### M3 wires

(1.5 px per um) Cells faint in the background.
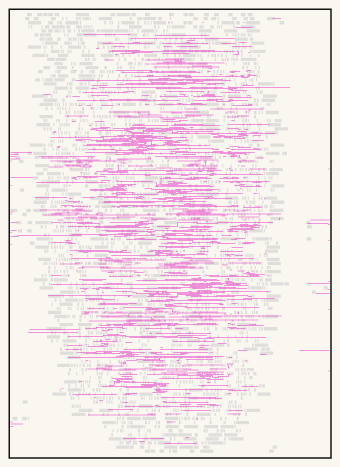
### Clock network drawn from the DEF

(1 px per um)
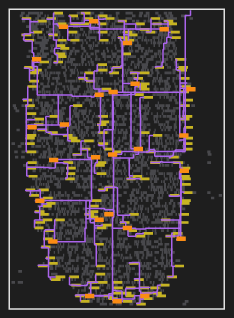
### Met1 routing

(1 px per um) Supply wires on this layer in gray.
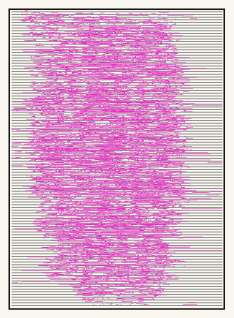
Design perm_engine, sky130hd; sources not shown.
==> summary.txt <==
The flow completed. Stage-log warning count landed at 29. In this run the tool buffered the top-level ports with 87 buffer cells. Average vias per placed instance landed at 5.66. Setup repair after global routing could not meet its margin everywhere.

Summing all placed instances gives a cell area of 20800 um2. Across the VDD grid, the largest voltage drop is 0.000598 V. Maximum clock frequency landed at 428 MHz. Per the post-route antenna check, the number of violating nets is 0. Number of buffers created by CTS landed at 26. The critical path in this run is classified as primary input to register. The flow ran to the end, but the final reports show violations. For this design, Yosys synthesis ends with a cell count of 3313. Area growth from synthesis to final layout landed at 17.7%. The core region is 62000 um2. Synthesized instance count landed at 3313. TritonCTS built the clock tree.

Per Yosys stat, the portion of area used by sequential elements is 27.4%. Logic depth along the worst register-to-register path is recorded as 9. After the first detailed-routing iteration, the DRC count stood at 3274.

Per the CTS log, the maximum H-tree level is 1. The final reports fail on max-capacitance violations, negative setup slack. In the placement report, post-DP HPWL is listed as 70.2 mm. STA classifies the critical path endpoint as a register.

Number of pins with negative max-slew slack in the final report landed at 0. Entering global routing, the biggest net connects 75 pins. The worst hold path passes through 2 cells.

The min-delay analysis places its worst path in the category register to register. In this run the vertical extent of the chip is 298 um. Width of the chip landed at 214 um. Ratio of total power to cell area landed at 693 nW/um2. CTS placed an instance of clkbuf_16 at the clock tree root. Area of the chip landed at 63700 um2.

Looking at the max-slew report, the worst-margin pin has a slew of 1.49 ns. Endpoint arrival time on the critical path landed at 2.75 ns. In this run the register-to-register setup slack is 0 ns.

Maximum buffer depth of the clock tree landed at 3. Global-route congestion overflow total landed at 0. The layout has 6948 filler cells. The register with the most flip-flops in the layout has 160 of them. Top-level port count landed at 88. The chip area line in the Yosys stat output reads 18800 um2. Starting density of the core landed at 30.3%. Worst path required time landed at 2.63 ns. Number of unique standard cell types used by synthesis landed at 38. Headroom to the max-slew limit landed at 0.670%. For this run, the number of Yosys warnings is 0.

The script extracted a total leakage power of 10.8 nW. The first global-routing pass estimated 151 mm of wire. Per the timing report, the biggest fanout along the worst path comes to 10.

Of the cells placed in the final design, the portion with a size suffix greater than 1 is 11.4%. Total nets after synthesis landed at 3368. Number of placed instances with taps included landed at 4227. Final tally of setup violations landed at 37. In the routed design, unresolved DRC markers number 0. Final period utilization landed at 105%. TritonCTS sink count landed at 202. Count of endpoints failing hold in the final timing report landed at 0. Site row count landed at 108. The initial antenna violation count is 0. In this run the cell area of the synthesized design comes to 18800 um2. Number of synthesized register bits landed at 202. After routing the design area is 22100 um2.

The worst setup path is launched from a primary input. Final worst slack landed at -0.116 ns. Reported max-cap violation count landed at 1.
## Picture notes: 'M3 wires'
- share of all routed wire: 11%
- wire length on this layer: 11800 um
- longest straight run: 114 um
- main direction: horizontal
met3 usage: 7.23%
via count: 24.4k
total routed wirelength: 105 mm

## Picture notes: 'Clock network drawn from the DEF'
- yellow: flip-flops (count 202)
- orange: cells driving clock nets (count 26)
- purple: clock wires (length 3900 um)
- routed clock nets: 27
- flops lie: widely spread
total clock network power: 0.00453 W
clock share of power: 29.5%
source-to-sink clock delay at the later pin of the worst-skew pair: 0.60 ns

## Picture notes: 'Met1 routing'
- share of all routed wire: 36%
- nets with wire on the layer: 3258
- main direction: horizontal
- wire length on this layer: 37.8 mm
met1 track utilization from global routing: 39.5%

[area by class of cell]
cell class / count / area (um2) / area share [%]
multi-input combinational: 2631 / 11700 / 53.0
clock buffer: 35 / 776 / 3.51
sequential: 202 / 5180 / 23.4
inverter: 254 / 1000 / 4.54
buffer: 226 / 1130 / 5.12
clock inverter: 13 / 114 / 0.515
timing repair buffer: 115 / 1150 / 5.20
tap: 825 / 1030 / 4.67
[synth_stat cells, drive strengths merged]
cell type | count | area, um2
dfrtp | 121 | 3030
a21boi | 1 | 7.51
o21bai | 1 | 7.51
o21ai | 243 | 1220
a22o | 1 | 8.76
ha | 2 | 25.0
a22oi | 1 | 7.51
nor4 | 1 | 6.26
buf | 117 | 583
o311ai | 1 | 8.76
o211ai | 30 | 225
inv | 217 | 815
nand3 | 672 | 3370
nand3b | 1 | 7.51
dfstp | 81 | 2130
nand2 | 1327 | 5070
a21o | 1 | 7.51
or2 | 1 | 6.26
nor2 | 143 | 568
nand4 | 51 | 319
clkbuf | 109 | 409
nor3 | 25 | 175
clkinv | 37 | 139
a31oi | 3 | 18.8
a21oi | 124 | 621
xor2 | 2 | 17.5
[placed cells by master, fill, tap and decap left out, drive strengths merged, types with 3 or more instances in the layout]
cell type      Yosys  layout
clkinvlp           0       9
clkinv            37      39
buf              117     135
nand3            672     672
a31oi              3       3
dfrtp            121     121
o211ai            30      30
dlygate4sd2        0      22
nand2           1327    1327
nor3              25      25
dfstp             81      81
clkdlybuf4s50      0      64
a21oi            124     124
nor2             143     143
inv              217     218
o21ai            243     243
nand4             51      51
clkbuf           109     154
[critical path, cell delays in order]
cell and delay (ns):
clkdlybuf4s50_1 0.67, inv_1 0.20, nor3_2 0.82, nand2_2 0.30, nand2_1 0.11, o21ai_0 0.09
[metrics by stage]
stage	total power [W]	hold WS (ns)	worst slack, ns	setup TNS [ns]	utilization, %
6_report	0.0153	0.489	-0.116	-1.82	35.7
5_1_grt	0.0164	0.518	-0.125	-1.92	35.7
4_1_cts	0.0152	0.487	-0.00884	-0.00884	35.5
3_5_place_dp	0.0107	0.479	-0.941	-131.79	33.5
3_3_place_gp	0.0106	0.470	-8.67	-1656.47	33.4
2_1_floorplan	0.00920	0.259	0.607	0	-
[routing by layer]
| metal | GRT usage [%] | vias to the layer above | wire, um |
|---|---|---|---|
| li1 | - | 11100 | - |
| met1 | 39.5 | 11100 | 37800 |
| met2 | 50.3 | 1647 | 46000 |
| met3 | 7.23 | 478 | 11800 |
| met4 | 25.4 | 0 | 9700 |
| met5 | 0 | - | 0 |
[kinds of logic after synthesis]
group           Yosys count  share of synthesized area, %
compound gates          406                          11.3
fa+ha+maj                 2                         0.133
simple gates           2221                          50.7
flops                   202                          27.4
xor+xnor                  2                        0.0932
buf+inv                 480                          10.4
[power breakdown]
part / internal (W) / total, W / switching [W]
logic: 0.00200 / 0.00587 / 0.00387
clock network: 0.00257 / 0.00453 / 0.00196
registers: 0.00442 / 0.00494 / 0.000521
total: 0.00898 / 0.0153 / 0.00635
[repair_timing]
action,4_1_cts,5_1_grt
setup endpoints to repair,205,66
endpoints found under the hold margin,39,0
hold buffers,1,0
gates cloned,0,0
resized,128,51
pin swaps,4,0
setup buffers,19,6
No activity file was given, so power comes from the tool's default toggle rates.
